**src/rtl/fifo_pkg.sv**
```systemverilog
// Shared sizing constants and helpers for the synchronous FIFO.
package fifo_pkg;

    localparam int DATA_SIZE_DEF = 8;
    localparam int ADDR_SIZE_DEF = 4;

    function automatic int fifo_depth(input int addr_size);
        return 1 << addr_size;
    endfunction

endpackage

```
**src/rtl/sync_fifo_ram.sv**
```systemverilog
// Simple dual-port storage: one write port, one registered read port.
module sync_fifo_ram
    import fifo_pkg::*;
#(
    parameter int DATA_SIZE = DATA_SIZE_DEF,
    parameter int ADDR_SIZE = ADDR_SIZE_DEF
) (
    input  logic                 clk,
    input  logic                 we,
    input  logic [ADDR_SIZE-1:0] waddr,
    input  logic [DATA_SIZE-1:0] wdata,
    input  logic                 re,
    input  logic [ADDR_SIZE-1:0] raddr,
    output logic [DATA_SIZE-1:0] rdata
);

    logic [DATA_SIZE-1:0] mem [fifo_depth(ADDR_SIZE)];

    // Read returns the old word when the same slot is written this edge.
    always_ff @(posedge clk) begin
        if (we)
            mem[waddr] <= wdata;
        if (re)
            rdata <= mem[raddr];
    end

endmodule

```
**src/rtl/sync_fifo.sv**
```systemverilog
// Synchronous FIFO: pointers, occupancy, status flags and sticky errors.
module sync_fifo
    import fifo_pkg::*;
#(
    parameter int DATA_SIZE = DATA_SIZE_DEF,
    parameter int ADDR_SIZE = ADDR_SIZE_DEF,
    parameter int AFULL_TH  = fifo_depth(ADDR_SIZE) - 2,
    parameter int AEMPTY_TH = 2
) (
    input  logic                 clk,
    input  logic                 rst,
    input  logic                 wr_en,
    input  logic [DATA_SIZE-1:0] wr_data,
    input  logic                 rd_en,
    output logic [DATA_SIZE-1:0] rd_data,
    output logic                 rd_valid,
    output logic                 full,
    output logic                 empty,
    output logic                 almost_full,
    output logic                 almost_empty,
    output logic [ADDR_SIZE:0]   count,
    output logic                 overflow,
    output logic                 underflow,
    input  logic                 err_clr
);

    localparam int DEPTH = fifo_depth(ADDR_SIZE);
    localparam logic [ADDR_SIZE:0] AF = AFULL_TH[ADDR_SIZE:0];
    localparam logic [ADDR_SIZE:0] AE = AEMPTY_TH[ADDR_SIZE:0];

    generate
        if (AFULL_TH < 1 || AFULL_TH > DEPTH - 1) begin : g_bad_af
            $error("sync_fifo: AFULL_TH out of range");
        end
        if (AEMPTY_TH < 1 || AEMPTY_TH > DEPTH - 1) begin : g_bad_ae
            $error("sync_fifo: AEMPTY_TH out of range");
        end
    endgenerate

    logic [ADDR_SIZE:0]   wr_ptr, rd_ptr;
    logic [ADDR_SIZE:0]   wr_ptr_n, rd_ptr_n, count_n;
    logic                 rd_acc, wr_acc;
    logic                 rd_zero;
    logic [DATA_SIZE-1:0] ram_q;

    always_comb begin
        rd_acc   = rd_en && !empty;
        wr_acc   = wr_en && (!full || rd_acc);
        wr_ptr_n = wr_ptr + {{ADDR_SIZE{1'b0}}, wr_acc};
        rd_ptr_n = rd_ptr + {{ADDR_SIZE{1'b0}}, rd_acc};
        count_n  = count;
        unique case ({wr_acc, rd_acc})
            2'b10:   count_n = count + 1'b1;
            2'b01:   count_n = count - 1'b1;
            default: count_n = count;
        endcase
    end

    always_ff @(posedge clk) begin
        if (rst) begin
            wr_ptr       <= '0;
            rd_ptr       <= '0;
            count        <= '0;
            full         <= 1'b0;
            empty        <= 1'b1;
            almost_full  <= 1'b0;
            almost_empty <= 1'b1;
            rd_valid     <= 1'b0;
            rd_zero      <= 1'b1;
            overflow     <= 1'b0;
            underflow    <= 1'b0;
        end else begin
            wr_ptr       <= wr_ptr_n;
            rd_ptr       <= rd_ptr_n;
            count        <= count_n;
            full         <= (wr_ptr_n[ADDR_SIZE] != rd_ptr_n[ADDR_SIZE]) &&
                            (wr_ptr_n[ADDR_SIZE-1:0] == rd_ptr_n[ADDR_SIZE-1:0]);
            empty        <= (wr_ptr_n == rd_ptr_n);
            almost_full  <= (count_n >= AF);
            almost_empty <= (count_n <= AE);
            rd_valid     <= rd_acc;
            if (rd_acc)
                rd_zero <= 1'b0;
            // A new error in the same cycle as err_clr keeps the flag set.
            if (wr_en && !wr_acc)
                overflow <= 1'b1;
            else if (err_clr)
                overflow <= 1'b0;
            if (rd_en && empty)
                underflow <= 1'b1;
            else if (err_clr)
                underflow <= 1'b0;
        end
    end

    sync_fifo_ram #(
        .DATA_SIZE(DATA_SIZE),
        .ADDR_SIZE(ADDR_SIZE)
    ) u_ram (
        .clk  (clk),
        .we   (wr_acc),
        .waddr(wr_ptr[ADDR_SIZE-1:0]),
        .wdata(wr_data),
        .re   (rd_acc),
        .raddr(rd_ptr[ADDR_SIZE-1:0]),
        .rdata(ram_q)
    );

    // Storage has no reset, so the output reads zero until the first pop.
    assign rd_data = rd_zero ? '0 : ram_q;

endmodule

```
**config.mk**
```make
export PLATFORM = sky130hd
export DESIGN_NAME = sync_fifo
export DESIGN_NICKNAME = d
export VERILOG_FILES = /design/src/rtl/fifo_pkg.sv /design/src/rtl/sync_fifo_ram.sv /design/src/rtl/sync_fifo.sv
export SDC_FILE = /design/constraint.sdc
export NUM_CORES = 1
export LEC_CHECK = 0
export ABC_AREA = 1
export CAP_MARGIN = 20
export CORE_MARGIN = 2
export CORE_UTILIZATION = 40
export DETAILED_ROUTE_END_ITERATION = 7
export PLACE_DENSITY = 0.64
export SETUP_SLACK_MARGIN = 0.4
export SLEW_MARGIN = 10
export SYNTH_ARGS = -nofsm -noshare
export SYNTH_HDL_FRONTEND = slang
export SYNTH_SLANG_ARGS = --single-unit
```
**constraint.sdc**
```tcl
create_clock -name clk -period 3.8 [get_ports clk]
set_input_delay 1.14 -clock clk [delete_from_list [all_inputs] [get_ports clk]]
set_output_delay 1.14 -clock clk [all_outputs]
set_load 0.1 [all_outputs]
```
Figure 1. Placement density heat map.
The die is cut into 13 by 13 equal tiles; white is low, dark blue is high, 0 to 100% covered.
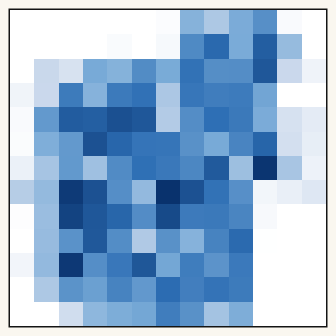
densest ninth of the die: middle
tiles over 75% full: 15%
fullest tile: 99%
nearly empty tiles: 21%
mean over tiles: 43%
Core Region: 15,800 µm²
Layout Utilization: 0.477
fp_density: 0.406

Figure 2. Register map, names as in the netlist.
Scale bar: 50 µm. Other sequential cells in the stronger gray, the rest of the logic in the fainter gray.
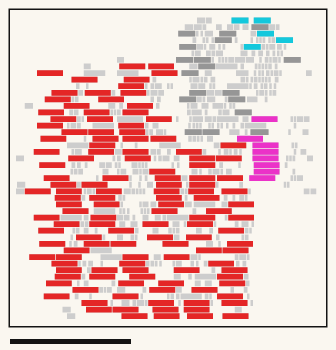
| netlist name | color | sequential cells |
|---|---|---|
| count | cyan | 5 |
| u_ram.rdata | magenta | 8 |
| u_ram.mem | red | 128 |
not colored: 18
Register Area: 4550 µm²
Seq/total area: 0.602
seq pwr: 1.99 mW

Figure 3. Cells colored by class.
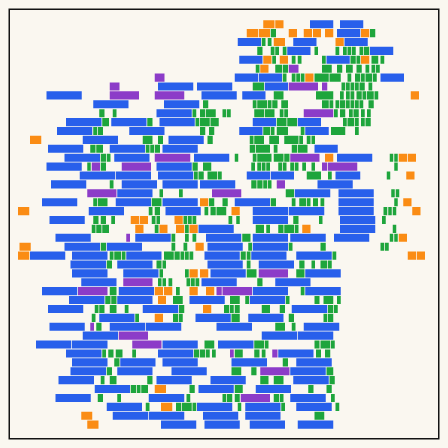
| class | color | cells | share of their area |
|---|---|---|---|
| flops | blue | 159 | 62% |
| all other logic | green | 353 | 24% |
| other buffers and delay cells | orange | 54 | 6.0% |
| clock drivers and dummy loads | purple | 30 | 7.2% |
# rows: 46
final instance area: 7550 µm²

==> notes.md <==
run results: status=completed, crit-path cells=clkdlybuf4s50_1, inv_1, nor2_2, inv_1, nand2_1, nand2_1, ha_2, nand2_1, inv_1, nor2_2, ha_1, inv_1, nand2_1, nand3_1, nand2_1, nand3_1, nand2_1, inv_1, nor2_2, nor2_1, yosys xor share=0.0150, Comb area=1630 µm², ANT cells=0, worst vdd ir=0.327 mV, Final setup viols=0, initial drt markers=350, first-pass GRT wire length=21.8 mm, GRT Total Usage=0.174, Top-area cell share=0.635, Slew Viols, Final=0, Unique masters post-synth=28, Post-Synth Adder-Cell Area=0.0136, total power=4.08 mW, largest net degree at the start of global routing=65, Tcrit/Tclk final=0.798, Dominant comb cell=simple AND/OR/NAND/NOR gates, Max Freq=0.330 GHz, Die W=131 µm, Largest stage delay, worst path=0.48 ns, WS Path Type=in -> reg, cells in synth_stat.txt=538, register bit count reported by yosys=159, Worst Tran Pin Value=0.689 ns, PD cells=540 nW/µm², post-CTS sizing=0, synthesized instance count=538, worst r2r src=rd_ptr[0], Setup Buffers After CTS=0, GRT overflow=0, drt total wl=14.2 mm, routed vias/inst=5.22, detailed-route wire length per cell=17.5 µm, Final Hold Violating Endpoints=0, CTS tree=yes, hold_sp=underflow, Mapped Avg Cell Area=12.0 µm², chip area=17,100 µm², post-detail-place hpwl=8.90 mm, clk slew on worst S/H paths=0.06 ns, total of max-cap violations=0, Slew headroom=0.539, crit path max-delay cell type=clkdlybuf4s50_1
Figure 4. Placed standard cells.
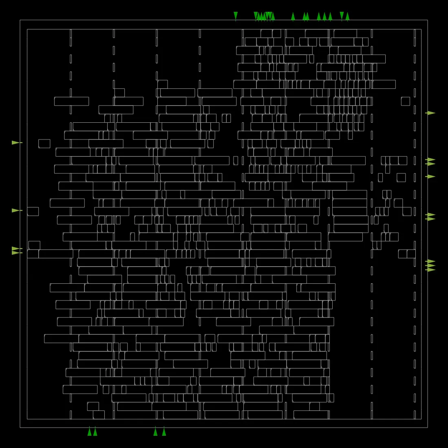
final std cells w/o fill: 812
sequential cell count: 159
TAP cells: 216

Figure 5. Signal wires on met3.
Scale bar: 50 µm.
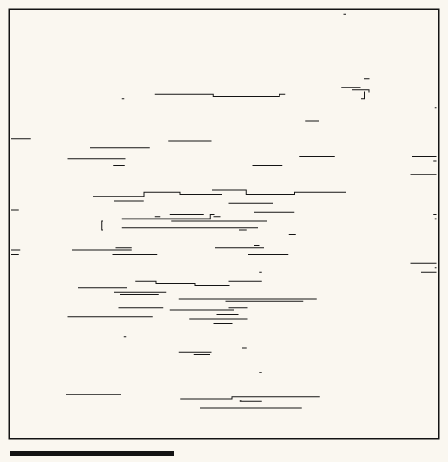
main direction: horizontal
nets with wire on the layer: 50
M3 GR Usage: 0.0456
vias after detailed routing: 4,242

-- cell usage after synthesis, drive strengths merged --
library cell	number
a21oi	4
o211ai	11
inv	37
nand4	4
nor2	110
mux2i	1
xnor2	4
buf	14
or2	1
o21ai	66
xor2	7
o221ai	21
edfxtp	136
ha	7
nand3	22
nand2	46
nor3	1
clkbuf	12
o22ai	11
dfxtp	23
-- cells by family (layout without fill, tap and decap cells) --
| logic type | count (synthesis) | count (layout) |
|---|---|---|
| buffers and inverters | 63 | 121 |
| flip-flops | 159 | 159 |
| XOR/XNOR | 11 | 11 |
| AND-OR/OR-AND | 113 | 113 |
| multiplexers | 1 | 1 |
| AND/OR/NAND/NOR | 184 | 184 |
| adder cells (fa/ha/maj) | 7 | 7 |
-- layout make-up --
cell class / instances / share of cell area
clock inverter: 11 / 0.0126
multi-input combinational: 316 / 0.216
tap: 216 / 0.0358
sequential: 159 / 0.602
clock buffer: 19 / 0.0573
inverter: 37 / 0.0187
timing repair buffer: 54 / 0.0576
-- power by group --
part / internal [mW] / switching, mW / leakage, nW
registers: 1.95 / 0.0443 / 1.42
clock network: 0.887 / 0.636 / 0.252
logic: 0.138 / 0.422 / 1.02
total: 2.97 / 1.10 / 2.69
-- flip-flops by register name, summed over array words and instances, names as in the netlist --
name,flops
u_ram.mem,128
u_ram.rdata,8
count,5
rd_ptr,5
wr_ptr,5
almost_empty,1
almost_full,1
empty,1
full,1
overflow,1
rd_valid,1
rd_zero,1
underflow,1
-- placed cells by master, fill, tap and decap left out, types with 2 or more instances in the layout --
cell	Yosys	layout
edfxtp_1	136	136
nor2_1	108	107
o21ai_0	62	62
nand2_1	45	45
buf_4	1	42
inv_1	34	34
dfxtp_1	23	22
o221ai_1	21	21
nand3_1	20	20
clkbuf_16	0	17
clkdlybuf4s50_1	0	12
o22ai_1	11	11
o211ai_1	11	11
xor2_1	7	7
ha_1	7	6
o21ai_1	4	4
xnor2_1	4	4
a21oi_1	4	4
nand4_1	4	4
nor2_2	2	3
clkinv_2	0	3
inv_2	2	2
nand3_2	2	2
clkbuf_1	11	2
clkinv_4	0	2
clkinvlp_4	0	2
-- metal layers --
layer,vias to the layer above,GRT usage,wire length (µm)
li1,2015,-,-
met1,2077,0.235,6320
met2,133,0.277,6850
met3,17,0.0456,828
met4,0,0.0557,213
met5,-,0,0
-- critical path, delay by kind of cell --
| family | cells | cell delay, ns |
|---|---|---|
| adder cells (fa/ha/maj) | 2 | 0.39 |
| AND/OR/NAND/NOR | 12 | 1.04 |
| buffers and inverters | 6 | 0.76 |
-- final timing paths --
check                                 endpoint  slack (ns)  cells past startpoint
worst max-delay path              almost_empty        0.77                     20
worst min-delay path                 underflow        0.46                      2
worst max register to register  u_ram.rdata[1]        1.46                      5
worst min register to register       underflow        0.46                      2
-- per-stage QoR --
step                      hold WS (ns)   util  area, µm²  setup WS, ns  instances
after global placement           0.450  0.444       7020         0.378        782
after global routing             0.497  0.477       7550         0.461        812
after CTS                        0.469  0.477       7550         0.705        812
after floorplan                  0.487      -       6430         0.453        538
final                            0.465  0.477       7550         0.768        812
after detailed placement         0.461  0.444       7020         0.263        782
Power is estimated from default activity; no workload was simulated.
